Fig. 1: run 1, cell placement
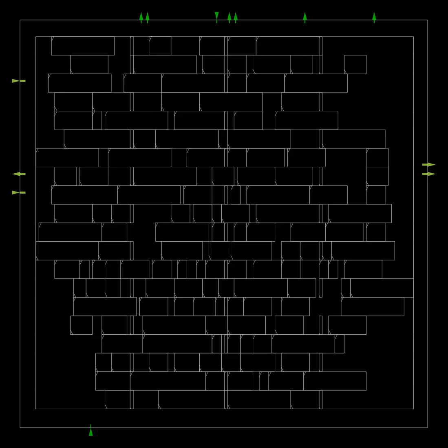
Fig. 2: run 1, nets reached from selected ports
Drawn at 4 px/um.
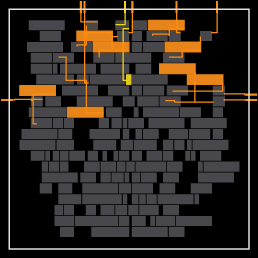
Fig. 3: run 1, the metal 1 layer
Drawn at 8 px/um. Supply wires on this layer in grey. Cells faint in the background.
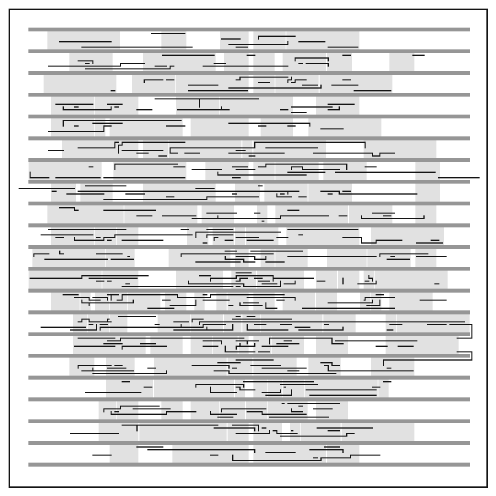
<file path="config.mk">
export PLATFORM = sky130hd
export DESIGN_NAME = rx
export DESIGN_NICKNAME = d
export VERILOG_FILES = /design/src/rtl/rx.sv
export SDC_FILE = /design/constraint.sdc
export NUM_CORES = 1
export LEC_CHECK = 0
export CORE_MARGIN = 2
export CORE_UTILIZATION = 45
export CTS_CLUSTER_DIAMETER = 30
export DETAILED_ROUTE_END_ITERATION = 8
export GPL_ROUTABILITY_DRIVEN = 1
export PLACE_DENSITY = 0.64
export SETUP_SLACK_MARGIN = 0.5
export SYNTH_ARGS = -nofsm -noshare
export SYNTH_HDL_FRONTEND = slang
export SYNTH_SLANG_ARGS = --single-unit
</file>
<file path="constraint.sdc">
create_clock -name clk -period 2 [get_ports clk]
set_input_delay 0.3 -clock clk [delete_from_list [all_inputs] [get_ports clk]]
set_output_delay 0.3 -clock clk [all_outputs]
set_load 0.02 [all_outputs]
</file>
<file path="src/rtl/rx.sv">
// UART receiver: 16x-oversampled, 8N1 (1+ stop bits), LSB first.
// Deserialises RxD into RxD_data and holds RDA high until the next confirmed start bit.
module rx #(
    parameter int unsigned OVERSAMPLE = 16,
    parameter int unsigned DATA_BITS  = 8
) (
    input  logic                 clk,
    input  logic                 rst,
    input  logic                 RxD,
    input  logic                 Baud,
    output logic [DATA_BITS-1:0] RxD_data,
    output logic                 RDA
);

    localparam int unsigned TICK_W = $clog2(OVERSAMPLE);
    localparam int unsigned BIT_W  = (DATA_BITS > 1) ? $clog2(DATA_BITS) : 1;

    // Last tick index of half a bit (mid start bit) and of a full bit.
    localparam logic [TICK_W-1:0] HALF_LAST = TICK_W'(OVERSAMPLE / 2 - 1);
    localparam logic [TICK_W-1:0] FULL_LAST = TICK_W'(OVERSAMPLE - 1);
    localparam logic [BIT_W-1:0]  BIT_LAST  = BIT_W'(DATA_BITS - 1);

    // WAIT_HIGH holds off start detection after a framing error until the line idles.
    typedef enum logic [2:0] {
        IDLE      = 3'd0,
        START     = 3'd1,
        DATA      = 3'd2,
        STOP      = 3'd3,
        WAIT_HIGH = 3'd4
    } state_t;

    state_t                 state_q, state_d;
    logic [TICK_W-1:0]      tick_q, tick_d;
    logic [BIT_W-1:0]       bit_q, bit_d;
    logic [DATA_BITS-1:0]   shift_q, shift_d;
    logic [DATA_BITS-1:0]   data_q, data_d;
    logic                   rda_q, rda_d;
    logic                   sync1_q, sync2_q;
    logic                   rxs;

    assign rxs      = sync2_q;
    assign RxD_data = data_q;
    assign RDA      = rda_q;

    // Two-flop synchroniser for the asynchronous serial line; resets to idle-high.
    always_ff @(posedge clk or posedge rst) begin
        if (rst) begin
            sync1_q <= 1'b1;
            sync2_q <= 1'b1;
        end else begin
            sync1_q <= RxD;
            sync2_q <= sync1_q;
        end
    end

    // State, counters, shift register and output registers.
    always_ff @(posedge clk or posedge rst) begin
        if (rst) begin
            state_q <= IDLE;
            tick_q  <= '0;
            bit_q   <= '0;
            shift_q <= '0;
            data_q  <= '0;
            rda_q   <= 1'b0;
        end else begin
            state_q <= state_d;
            tick_q  <= tick_d;
            bit_q   <= bit_d;
            shift_q <= shift_d;
            data_q  <= data_d;
            rda_q   <= rda_d;
        end
    end

    // Next-state logic; everything advances only on Baud ticks.
    always_comb begin
        state_d = state_q;
        tick_d  = tick_q;
        bit_d   = bit_q;
        shift_d = shift_q;
        data_d  = data_q;
        rda_d   = rda_q;

        if (Baud) begin
            unique case (state_q)
                IDLE: begin
                    if (!rxs) begin
                        state_d = START;
                        tick_d  = '0;
                    end
                end

                // Re-check the line at mid start bit to reject glitches.
                START: begin
                    if (tick_q == HALF_LAST) begin
                        tick_d = '0;
                        if (!rxs) begin
                            rda_d   = 1'b0;
                            bit_d   = '0;
                            state_d = DATA;
                        end else begin
                            state_d = IDLE;
                        end
                    end else begin
                        tick_d = tick_q + TICK_W'(1);
                    end
                end

                // Sample each data bit at its centre, shifting in LSB first.
                DATA: begin
                    if (tick_q == FULL_LAST) begin
                        tick_d  = '0;
                        shift_d = {rxs, shift_q[DATA_BITS-1:1]};
                        if (bit_q == BIT_LAST) begin
                            state_d = STOP;
                        end else begin
                            bit_d = bit_q + BIT_W'(1);
                        end
                    end else begin
                        tick_d = tick_q + TICK_W'(1);
                    end
                end

                // Publish the byte only if the stop bit is high at its centre.
                STOP: begin
                    if (tick_q == FULL_LAST) begin
                        tick_d = '0;
                        if (rxs) begin
                            data_d  = shift_q;
                            rda_d   = 1'b1;
                            state_d = IDLE;
                        end else begin
                            state_d = WAIT_HIGH;
                        end
                    end else begin
                        tick_d = tick_q + TICK_W'(1);
                    end
                end

                WAIT_HIGH: begin
                    if (rxs) begin
                        state_d = IDLE;
                    end
                end

                default: begin
                    state_d = IDLE;
                    tick_d  = '0;
                end
            endcase
        end
    end

endmodule

</file>
==> GITHUB_STEP_SUMMARY, run 1 <==
### Yosys + OpenROAD results

| Metric | Value |
|---|---|
| N_diodes | `0` |
| Repair and plain buffers | `39` |
| Min Clock Period, post-route | `1.75 ns` |
| Final WL | `3.03 mm` |
| CP max-delay cell | `or4b_4` |
| Total Power | `2.04 mW` |
| Area of the mapped netlist | `1390 um^2` |
| Comb pwr share | `38.9%` |
| Synth area leader | `dfrtp_1` |
| Metal-1 WL | `1.43 mm` |
| Hold crit path type | `in -> async` |
| Tapcell Cnt | `33` |
| First-pass GRT wire length | `4.80 mm` |
| Hold WS | `0.367 ns` |
| CP arrival | `1.95 ns` |
| Dominant register cell | `dfrtp_1` |
| Layout cell share with drive strength beyond 1 | `52.0%` |
| Met2 usage | `27.2%` |
| DPL Wire Length | `1.88 mm` |
| Register area | `728 um^2` |
| Largest net degree at the start of global routing | `30` |
| Area fraction in mux cells | `16.9%` |
| Unrepaired setup endpoints after global routing | `true` |
| Clk root buf | `clkbuf_4` |
| Die x size | `59.6 um` |
| I/O pin count | `13` |
| Clk cell area share | `4.14%` |
| Rel. slew slack | `75.1%` |
| Worst EP required | `2.21 ns` |
| PD cells | `991 nW/um^2` |
| Crit end category | `flop` |
| Count leader, synth | `dfrtp_1` |
| Adder share | `2.70%` |
| CTS Buffer Depth | `2` |
| Yosys xor share | `1.26%` |
| Number of port buffers | `12` |
| Num CTS Buffers | `5` |
| Critical R2R Capture | `bit_q[1]$_DFFE_PP0P_` |
| Vias | `1001` |
| CP top delay family | `simple AND/OR/NAND/NOR gates` |
| CTS clk-pin slew, worst paths | `0.10 ns` |
| Period utilization | `87.4%` |
| Top Layer Used | `met4` |
| Placed insts | `157` |
| Async SR Flop Fraction | `100%` |
| R2r setup slk | `0.25 ns` |
| Num Clock Sinks | `29` |
| Crit-path cells | `buf_4 > or4b_4 > o41ai_2 > and3_4 > mux2_4` |
| Yosys top cell area share | `48.6%` |
| Non-clk buf share | `18.3%` |
| Setup Fix Bufs, Post-CTS | `11` |
| Setup TNS | `0 ns` |
| Met3 WL | `87 um` |
| Fp_density | `46.3%` |
| Top Layout Cells | `dfrtp_1 (27), mux2_4 (18), buf_4 (13), buf_6 (12), dlygate4sd2_1 (9)` |
| MI comb cells | `69` |
| Final Max Tran Viols | `0` |
| Simple share | `12.9%` |
| Die Ht | `59.6 um` |
| Max_cap viols | `0` |
| DR vias/cell | `5.41` |
| Class of the most critical setup path | `reg -> reg` |
| Initial antenna violation count | `0` |
| Commonest Layout Cell | `dfrtp_1` |
| Net Switching | `0.643 mW` |
| Top post-synthesis cells by count | `dfrtp_1 (27), mux2_2 (16), inv_1 (7)` |
| Synth area leaders | `dfrtp_1 (49%), mux2_2 (13%), dfstp_2 (3.8%)` |
| AND-OR/OR-AND Cells, Area Fraction | `9.91%` |
| Worst Slack Setup Final | `0.251 ns` |
| Outcome | `finished, final reports clean` |
| Synth warn | `0` |
| Syn nets | `115` |
| Clock share of power | `24.7%` |
| Power Internal | `1.40 mW` |
| Yosys Chip Area | `1390 um^2` |
| Crit path depth | `5` |
| Layout area overhead | `48.0%` |
| Fmax | `572 MHz` |
| Site Rows | `20` |
| Seq pwr | `0.741 mW` |
| Clk power | `0.503 mW` |
| Max power group | `combinational logic` |
| # Cells Yosys | `108` |
| CP startpoint kind | `flop` |
| Tool warnings | `29` |
| Final Instance Area | `2060 um^2` |
About Fig. 1:
FF+latch count: 29
fillers: 213
sequential portion of the cell area: 35.4%
Core Region: 3000 um^2
Post-Layout Cell Count: 185

About Fig. 2:
port	colour	direction	edge	end cells	wire
RxD_data	orange	output	5 top, 2 right, 1 left	8	188 um
rst	yellow	input	top	1	21.1 um

About Fig. 3:
share of all routed wire	47%
wire length on this layer	1430 um
main direction	horizontal
longest straight run	33.1 um

==> run 1 -> run 2 <==
Settings changed: CTS_CLUSTER_DIAMETER 30 to 100, SLEW_MARGIN set to 20.
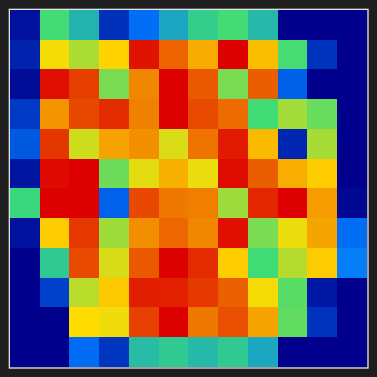
Fig. 4. Cell density map (run 2).
Drawn at 6 px/um. The die is cut into 12 by 12 equal tiles; dark blue is low, red is high, 0 to 100% covered.
mean over tiles	57%
emptiest ninth of the die	upper right
fullest tile	100%
tiles over 75% full	44%
nearly empty tiles	15%

==> GITHUB_STEP_SUMMARY, run 2 <==
### Yosys + OpenROAD results

| Metric | Value |
|---|---|
| Sw frac | `31.5%` |
| N_diodes | `0` |
| Tapcell Cnt | `33` |
| Synth warn | `0` |
| Site Rows | `20` |
| Period utilization | `87.4%` |
| Core Region | `3000 um^2` |
| Unrepaired setup endpoints after global routing | `true` |
| Min Clock Period, post-route | `1.75 ns` |
| Total Power | `2.04 mW` |
| Repair and plain buffers | `39` |
| Critical R2R Capture | `bit_q[1]$_DFFE_PP0P_` |
| Fillers | `213` |
| Count leader, synth | `dfrtp_1` |
| Area of the mapped netlist | `1390 um^2` |
| Number of port buffers | `12` |
| Register area | `728 um^2` |
| Syn nets | `115` |
| Worst Slack Setup Final | `0.251 ns` |
| Post-Layout Cell Count | `185` |
| Final Max Tran Viols | `0` |
| Yosys top cell area share | `48.6%` |
| CTS clk-pin slew, worst paths | `0.10 ns` |
| Final hold violations | `0` |
| Crit end category | `flop` |
| CP top delay family | `simple AND/OR/NAND/NOR gates` |
| Sequential portion of the cell area | `35.4%` |
| Number of global-route vias before repair | `1010` |
| Synth area leader | `dfrtp_1` |
| Simple share | `12.9%` |
| FF+latch count | `29` |
| Worst EP required | `2.21 ns` |
| I/O pin count | `13` |
| Setup Fix Bufs, Post-CTS | `11` |
| CP max-delay cell | `or4b_4` |
| Async SR Flop Fraction | `100%` |
| Max_cap viols | `0` |
| Met3 WL | `87 um` |
| Crit-path cells | `buf_4 > or4b_4 > o41ai_2 > and3_4 > mux2_4` |
| Clk power | `0.503 mW` |
| Rel. slew slack | `75.1%` |
| Met2 usage | `27.2%` |
| Fmax | `572 MHz` |
| Layout area overhead | `48.0%` |
| DPL Wire Length | `1.88 mm` |
| Die Ht | `59.6 um` |
| Setup TNS | `0 ns` |
| P_leak | `0.989 nW` |
| Yosys xor share | `1.26%` |
| Tool warnings | `29` |
| Comb pwr share | `38.9%` |
| Clk cell area share | `4.14%` |
| Adder share | `2.70%` |
| Class of the most critical setup path | `reg -> reg` |
| Num CTS Buffers | `5` |
| Synth area leaders | `dfrtp_1 (49%), mux2_2 (13%), dfstp_2 (3.8%)` |
| Hold WS | `0.367 ns` |
| Dominant register cell | `dfrtp_1` |
| R2r setup slk | `0.25 ns` |
| Layout cell share with drive strength beyond 1 | `52.0%` |
| First-pass GRT wire length | `4.80 mm` |
| Initial antenna violation count | `0` |
| Hold crit path type | `in -> async` |
| Die x size | `59.6 um` |
| DR vias/cell | `5.41` |
| Net Switching | `0.643 mW` |
| Metal-1 WL | `1.43 mm` |
| CTS Buffer Depth | `2` |
| Power Internal | `1.40 mW` |
| Yosys Chip Area | `1390 um^2` |
| Non-clk buf share | `18.3%` |
| CP arrival | `1.95 ns` |
| Num Clock Sinks | `29` |
| Commonest Layout Cell | `dfrtp_1` |
| Outcome | `finished, final reports clean` |
| MI comb cells | `69` |
| Clock share of power | `24.7%` |
| Max power group | `combinational logic` |
| # Cells Yosys | `108` |
| AND-OR/OR-AND Cells, Area Fraction | `9.91%` |
| Top post-synthesis cells by count | `dfrtp_1 (27), mux2_2 (16), inv_1 (7)` |
| Final Instance Area | `2060 um^2` |
| Seq pwr | `0.741 mW` |
| CP startpoint kind | `flop` |
| Final layout net count | `158` |
| Top Layer Used | `met4` |
| Final WL | `3.03 mm` |
| Clk root buf | `clkbuf_4` |
| Crit path depth | `5` |
| Vias | `1001` |
Power is estimated from default activity; no workload was simulated.
